--- config.mk ---
export PLATFORM = sky130hd
export DESIGN_NAME = id_stage_pipe
export DESIGN_NICKNAME = d
export VERILOG_FILES = /design/src/rtl/pipe_pkg.sv /design/src/rtl/CtrlUnit.sv /design/src/rtl/regfile_bypass.sv /design/src/rtl/id_stage_pipe.sv
export SDC_FILE = /design/constraint.sdc
export NUM_CORES = 2
export LEC_CHECK = 0
export CAP_MARGIN = 10
export CORE_MARGIN = 1
export CORE_UTILIZATION = 50
export CTS_CLUSTER_SIZE = 14
export DETAILED_ROUTE_END_ITERATION = 8
export PLACE_DENSITY = 0.67
export SYNTH_ARGS = -nofsm -noshare
export SYNTH_HDL_FRONTEND = slang
export SYNTH_HIERARCHICAL = 1
export SYNTH_SLANG_ARGS = --single-unit
--- constraint.sdc ---
create_clock -name clk -period 43.3 [get_ports clk]
set_input_delay 10.825 -clock clk [delete_from_list [all_inputs] [get_ports clk]]
set_output_delay 10.825 -clock clk [all_outputs]
set_load 0.05 [all_outputs]
--- src/rtl/pipe_pkg.sv ---
// Shared definitions for the MIPS pipeline: instruction field positions,
// opcode/funct values, ALU and write-back source encodings, control bundle.
package pipe_pkg;

  localparam int unsigned OP_LO  = 26;
  localparam int unsigned RS_LO  = 21;
  localparam int unsigned RT_LO  = 16;
  localparam int unsigned RD_LO  = 11;
  localparam int unsigned SH_LO  = 6;
  localparam int unsigned FN_LO  = 0;
  localparam int unsigned IMM_LO = 0;

  localparam logic [5:0] OP_RTYPE = 6'h00;
  localparam logic [5:0] OP_BEQ   = 6'h04;
  localparam logic [5:0] OP_BNE   = 6'h05;
  localparam logic [5:0] OP_ADDI  = 6'h08;
  localparam logic [5:0] OP_ADDIU = 6'h09;
  localparam logic [5:0] OP_SLTI  = 6'h0a;
  localparam logic [5:0] OP_ANDI  = 6'h0c;
  localparam logic [5:0] OP_ORI   = 6'h0d;
  localparam logic [5:0] OP_XORI  = 6'h0e;
  localparam logic [5:0] OP_LUI   = 6'h0f;
  localparam logic [5:0] OP_LW    = 6'h23;
  localparam logic [5:0] OP_SW    = 6'h2b;

  localparam logic [5:0] FN_SLL  = 6'h00;
  localparam logic [5:0] FN_SRL  = 6'h02;
  localparam logic [5:0] FN_SRA  = 6'h03;
  localparam logic [5:0] FN_ADD  = 6'h20;
  localparam logic [5:0] FN_ADDU = 6'h21;
  localparam logic [5:0] FN_SUB  = 6'h22;
  localparam logic [5:0] FN_SUBU = 6'h23;
  localparam logic [5:0] FN_AND  = 6'h24;
  localparam logic [5:0] FN_OR   = 6'h25;
  localparam logic [5:0] FN_XOR  = 6'h26;
  localparam logic [5:0] FN_NOR  = 6'h27;
  localparam logic [5:0] FN_SLT  = 6'h2a;

  typedef enum logic [3:0] {
    ALU_ADD = 4'd0,
    ALU_SUB,
    ALU_AND,
    ALU_OR,
    ALU_XOR,
    ALU_NOR,
    ALU_SLT,
    ALU_SLL,
    ALU_SRL,
    ALU_SRA,
    ALU_LUI,
    ALU_BEQ,
    ALU_BNE
  } alu_code_t;

  typedef enum logic [1:0] {
    MTR_ALU = 2'd0,
    MTR_MEM = 2'd1,
    MTR_PC4 = 2'd2
  } mem_to_reg_t;

  typedef struct packed {
    logic       RegWrite;
    logic       RegDst;
    logic       MemRead;
    logic       MemWrite;
    logic       ALUSrcB;
    logic       Branch;
    logic [1:0] MemtoReg;
    logic [3:0] ALUCode;
  } ctrl_t;

endpackage

--- src/rtl/CtrlUnit.sv ---
// Main control decoder: opcode/funct to datapath control bits.
module CtrlUnit
  import pipe_pkg::*;
(
  input  logic [5:0] op,
  input  logic [5:0] funct,
  output logic       RegWrite,
  output logic       RegDst,
  output logic       MemRead,
  output logic       MemWrite,
  output logic       ALUSrcB,
  output logic       Branch,
  output logic [1:0] MemtoReg,
  output logic [3:0] ALUCode
);

  ctrl_t c;

  // Decode one instruction into its control bundle; unknown opcodes decode to a no-op.
  always_comb begin
    c = '0;
    unique case (op)
      OP_RTYPE: begin
        c.RegWrite = 1'b1;
        c.RegDst   = 1'b1;
        unique case (funct)
          FN_ADD, FN_ADDU: c.ALUCode = ALU_ADD;
          FN_SUB, FN_SUBU: c.ALUCode = ALU_SUB;
          FN_AND:          c.ALUCode = ALU_AND;
          FN_OR:           c.ALUCode = ALU_OR;
          FN_XOR:          c.ALUCode = ALU_XOR;
          FN_NOR:          c.ALUCode = ALU_NOR;
          FN_SLT:          c.ALUCode = ALU_SLT;
          FN_SLL:          c.ALUCode = ALU_SLL;
          FN_SRL:          c.ALUCode = ALU_SRL;
          FN_SRA:          c.ALUCode = ALU_SRA;
          default:         c.RegWrite = 1'b0;
        endcase
      end
      OP_ADDI, OP_ADDIU: begin c.RegWrite = 1'b1; c.ALUSrcB = 1'b1; c.ALUCode = ALU_ADD; end
      OP_SLTI: begin c.RegWrite = 1'b1; c.ALUSrcB = 1'b1; c.ALUCode = ALU_SLT; end
      OP_ANDI: begin c.RegWrite = 1'b1; c.ALUSrcB = 1'b1; c.ALUCode = ALU_AND; end
      OP_ORI:  begin c.RegWrite = 1'b1; c.ALUSrcB = 1'b1; c.ALUCode = ALU_OR;  end
      OP_XORI: begin c.RegWrite = 1'b1; c.ALUSrcB = 1'b1; c.ALUCode = ALU_XOR; end
      OP_LUI:  begin c.RegWrite = 1'b1; c.ALUSrcB = 1'b1; c.ALUCode = ALU_LUI; end
      OP_LW: begin
        c.RegWrite = 1'b1;
        c.MemRead  = 1'b1;
        c.ALUSrcB  = 1'b1;
        c.MemtoReg = MTR_MEM;
        c.ALUCode  = ALU_ADD;
      end
      OP_SW:  begin c.MemWrite = 1'b1; c.ALUSrcB = 1'b1; c.ALUCode = ALU_ADD; end
      OP_BEQ: begin c.Branch = 1'b1; c.ALUCode = ALU_BEQ; end
      OP_BNE: begin c.Branch = 1'b1; c.ALUCode = ALU_BNE; end
      default: c = '0;
    endcase
  end

  assign RegWrite = c.RegWrite;
  assign RegDst   = c.RegDst;
  assign MemRead  = c.MemRead;
  assign MemWrite = c.MemWrite;
  assign ALUSrcB  = c.ALUSrcB;
  assign Branch   = c.Branch;
  assign MemtoReg = c.MemtoReg;
  assign ALUCode  = c.ALUCode;

endmodule

--- src/rtl/regfile_bypass.sv ---
// Register file with two read ports and write-through bypass from WB.
// Register 0 is hard-wired to zero.
module regfile_bypass #(
  parameter  int unsigned DATA_W = 32,
  parameter  int unsigned REG_N  = 32,
  localparam int unsigned RA_W   = $clog2(REG_N)
) (
  input  logic              clk,
  input  logic              reset,
  input  logic              we,
  input  logic [RA_W-1:0]   waddr,
  input  logic [DATA_W-1:0] wdata,
  input  logic [RA_W-1:0]   raddr_a,
  output logic [DATA_W-1:0] rdata_a,
  input  logic [RA_W-1:0]   raddr_b,
  output logic [DATA_W-1:0] rdata_b
);

  logic [DATA_W-1:0] mem [REG_N];
  logic              wr_en;

  assign wr_en = we && (waddr != '0);

  // Storage: cleared on reset, written on the rising edge for non-zero addresses.
  always_ff @(posedge clk or posedge reset) begin
    if (reset) begin
      for (int unsigned i = 0; i < REG_N; i++) mem[i] <= '0;
    end else if (wr_en) begin
      mem[waddr] <= wdata;
    end
  end

  // Read ports: same-cycle WB data wins over stored data, r0 always reads zero.
  always_comb begin
    rdata_a = '0;
    rdata_b = '0;
    if (wr_en && (waddr == raddr_a))  rdata_a = wdata;
    else if (raddr_a != '0)           rdata_a = mem[raddr_a];
    if (wr_en && (waddr == raddr_b))  rdata_b = wdata;
    else if (raddr_b != '0)           rdata_b = mem[raddr_b];
  end

endmodule

--- src/rtl/id_stage_pipe.sv ---
// MIPS decode stage: instruction decode, register read with WB bypass,
// load-use hazard detection and the ID/EX pipeline register.
module id_stage_pipe
  import pipe_pkg::*;
#(
  parameter  int unsigned DATA_W = 32,
  parameter  int unsigned REG_N  = 32,
  parameter  int unsigned CNT_W  = 16,
  localparam int unsigned RA_W   = $clog2(REG_N)
) (
  input  logic              clk,
  input  logic              reset,
  input  logic [31:0]       inst_id,
  input  logic              valid_id,
  input  logic              flush,
  input  logic              hold,
  input  logic              RegWrite_wb,
  input  logic [RA_W-1:0]   RegWriteAddr_wb,
  input  logic [DATA_W-1:0] RegWriteData_wb,
  output logic              stall_o,
  output logic              ex_valid,
  output logic              ex_RegWrite,
  output logic              ex_RegDst,
  output logic              ex_MemRead,
  output logic              ex_MemWrite,
  output logic              ex_ALUSrcB,
  output logic              ex_Branch,
  output logic [1:0]        ex_MemtoReg,
  output logic [3:0]        ex_ALUCode,
  output logic [DATA_W-1:0] ex_Imm,
  output logic [DATA_W-1:0] ex_RsData,
  output logic [DATA_W-1:0] ex_RtData,
  output logic [RA_W-1:0]   ex_RsAddr,
  output logic [RA_W-1:0]   ex_RtAddr,
  output logic [RA_W-1:0]   ex_RdAddr,
  output logic [4:0]        ex_shamt,
  output logic [CNT_W-1:0]  stall_cnt
);

  logic [RA_W-1:0]   rs, rt, rd;
  logic [4:0]        shamt;
  logic [DATA_W-1:0] imm;
  logic [DATA_W-1:0] rs_data, rt_data;
  ctrl_t             id_ctrl, ex_ctrl;
  logic              luh;
  logic              refresh;

  assign rs    = inst_id[RS_LO +: RA_W];
  assign rt    = inst_id[RT_LO +: RA_W];
  assign rd    = inst_id[RD_LO +: RA_W];
  assign shamt = inst_id[SH_LO +: 5];
  assign imm   = DATA_W'($signed(inst_id[IMM_LO +: 16]));

  CtrlUnit u_ctrl (
    .op       (inst_id[OP_LO +: 6]),
    .funct    (inst_id[FN_LO +: 6]),
    .RegWrite (id_ctrl.RegWrite),
    .RegDst   (id_ctrl.RegDst),
    .MemRead  (id_ctrl.MemRead),
    .MemWrite (id_ctrl.MemWrite),
    .ALUSrcB  (id_ctrl.ALUSrcB),
    .Branch   (id_ctrl.Branch),
    .MemtoReg (id_ctrl.MemtoReg),
    .ALUCode  (id_ctrl.ALUCode)
  );

  regfile_bypass #(
    .DATA_W (DATA_W),
    .REG_N  (REG_N)
  ) u_rf (
    .clk     (clk),
    .reset   (reset),
    .we      (RegWrite_wb),
    .waddr   (RegWriteAddr_wb),
    .wdata   (RegWriteData_wb),
    .raddr_a (rs),
    .rdata_a (rs_data),
    .raddr_b (rt),
    .rdata_b (rt_data)
  );

  // Load-use detection; rt is compared even for instructions that do not read it.
  always_comb begin
    luh = valid_id && ex_valid && ex_ctrl.MemRead && (ex_RtAddr != '0) &&
          ((ex_RtAddr == rs) || (ex_RtAddr == rt));
    stall_o = !flush && (hold || luh);
  end

  assign refresh = ex_valid && RegWrite_wb && (RegWriteAddr_wb != '0);

  // ID/EX register: flush > hold (with operand refresh) > load-use bubble > load.
  // Data fields are left untouched on flush/bubble since only valid/control matter there.
  always_ff @(posedge clk or posedge reset) begin
    if (reset) begin
      ex_valid  <= 1'b0;
      ex_ctrl   <= '0;
      ex_Imm    <= '0;
      ex_RsData <= '0;
      ex_RtData <= '0;
      ex_RsAddr <= '0;
      ex_RtAddr <= '0;
      ex_RdAddr <= '0;
      ex_shamt  <= '0;
    end else if (flush) begin
      ex_valid <= 1'b0;
      ex_ctrl  <= '0;
    end else if (hold) begin
      if (refresh && (RegWriteAddr_wb == ex_RsAddr)) ex_RsData <= RegWriteData_wb;
      if (refresh && (RegWriteAddr_wb == ex_RtAddr)) ex_RtData <= RegWriteData_wb;
    end else if (luh) begin
      ex_valid <= 1'b0;
      ex_ctrl  <= '0;
    end else begin
      ex_valid  <= valid_id;
      ex_ctrl   <= valid_id ? id_ctrl : '0;
      ex_Imm    <= imm;
      ex_RsData <= rs_data;
      ex_RtData <= rt_data;
      ex_RsAddr <= rs;
      ex_RtAddr <= rt;
      ex_RdAddr <= rd;
      ex_shamt  <= shamt;
    end
  end

  // Saturating count of stalled cycles.
  always_ff @(posedge clk or posedge reset) begin
    if (reset) begin
      stall_cnt <= '0;
    end else if (stall_o && (stall_cnt != '1)) begin
      stall_cnt <= stall_cnt + 1'b1;
    end
  end

  assign ex_RegWrite = ex_ctrl.RegWrite;
  assign ex_RegDst   = ex_ctrl.RegDst;
  assign ex_MemRead  = ex_ctrl.MemRead;
  assign ex_MemWrite = ex_ctrl.MemWrite;
  assign ex_ALUSrcB  = ex_ctrl.ALUSrcB;
  assign ex_Branch   = ex_ctrl.Branch;
  assign ex_MemtoReg = ex_ctrl.MemtoReg;
  assign ex_ALUCode  = ex_ctrl.ALUCode;

endmodule

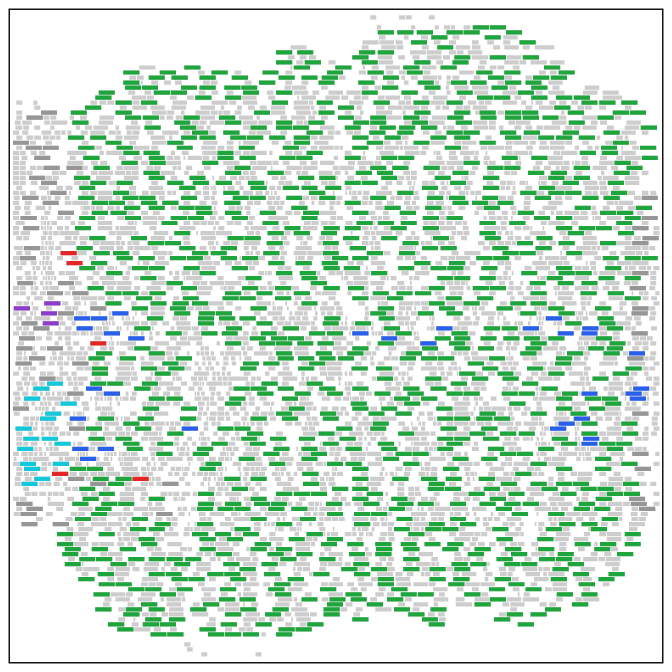
Fig. 1. Sequential cells colored by netlist name.
- red: ex_RsAddr (placed flops 5; where west)
- purple: ex_ALUCode (placed flops 4; where west)
- blue: ex_RsData (placed flops 32; where a band across the middle)
- green: u_rf/mem (placed flops 1,024; where all over the die)
- cyan: stall_cnt (placed flops 16)
power of the sequential group: 1420 uW
area taken by flip-flops and latches: 28,600 um^2
Finished Core Util: 56.69%
flip-flop and latch share of the layout cell area: 41.29%

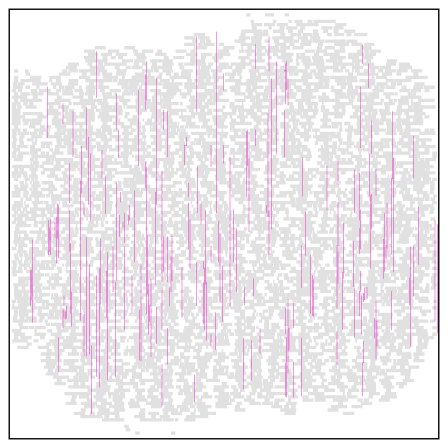
Fig. 2. Met4 routing.
Cells faint in the background.
- longest straight run: 150 um
- nets with wire on the layer: 100
- wire length on this layer: 7,510 um
- main direction: vertical
vias after detailed routing: 41,487
Post-Route WL: 197.8 mm

==> ds_physical_params.txt <==
Characteristics after synthesis and place and route

Parameter                              Value

Logic synthesis
  Post-Syn Nets    4,532
  Most used flip-flop cell after synthesis    sky130_fd_sc_hd__dfrtp_1
  Post-synth mux share    39.58%
  Max-area cell share    46.30%
  Tally of yosys warning messages    6
  Main logic family after synthesis    multiplexers
  Netlist Area Pre-Place    61,770 um^2
  Yosys stat area    61,770 um^2
  Synth Area in Compound Gates    6.295%
  Parity-gate share of the synthesized area counting xor and xnor cells    0.6381%

Finish
  #MultiIn Comb    2,771
  Max FFs per register    1,024

GRT
  Number of antenna violations at the first check in global routing    2
  Maximum number of pins on one net before global-route repair    182
  Wire length of the first global-routing pass    292.5 mm

Clock tree
  Post-CTS Hold Buffers    0
  Cts bufs inserted    131
  Clock Sinks    1,143

Worst setup path
  Delay of the slowest critical-path stage    0.81 ns
  Top delay family on crit path    buffers and inverters
  Buffer and inverter count on the worst path    2
  Worst r2r path cells    7
  Setup crit end kind    primary output
  Crit path required time    32.48 ns

Status
  Result of the run    finished, final reports clean

Power
  Reg power frac    43.2%
  Net switching power    960.6 uW
  Total chip power    3284 uW

STA
  Final setup fails    0
  Worst hold-check slack    0.3928 ns
  Period Utilization, post-route    56.41%

Place
  Final HPWL DP    114.9 mm

Drt
  DRT iter0 DRCs    4,162
  Met1 layer wirelength in the final routing    82.58 mm
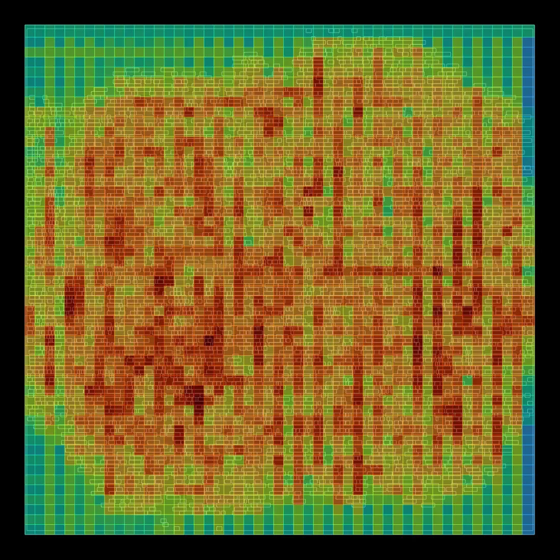
Fig. 3. Congestion heat map.
busiest layer in global routing: met2
met3 track demand over resource in global routing: 7.206%
average wire per cell in the routed design: 32.05 um
met2 usage: 48.12%

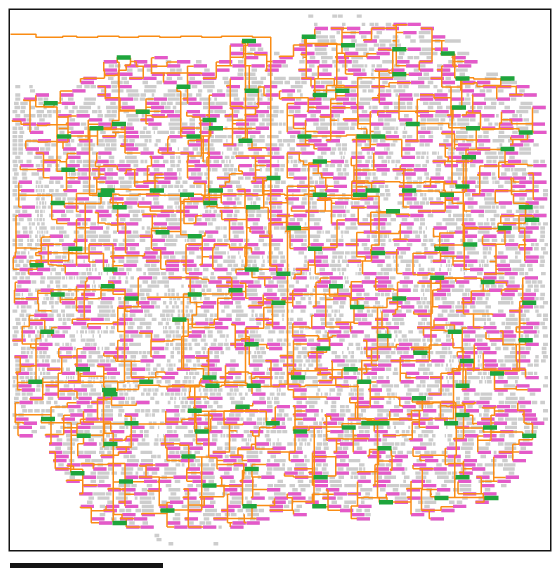
Fig. 4. Clock network drawn from the DEF.
Scale bar: 100 um.
- orange: clock wires (length 15,000 um)
- green: clock drivers (count 131)
- magenta: flip-flops (count 1,143)
- routed clock nets: 132
clock latency on the worst-skew pair: 0.76 ns
Clock net power: 1130 uW
largest clock skew in the final design: 0.02721 ns
relative contribution of the clock network to total power: 34.3%

No activity file was given, so power comes from the tool's default toggle rates.
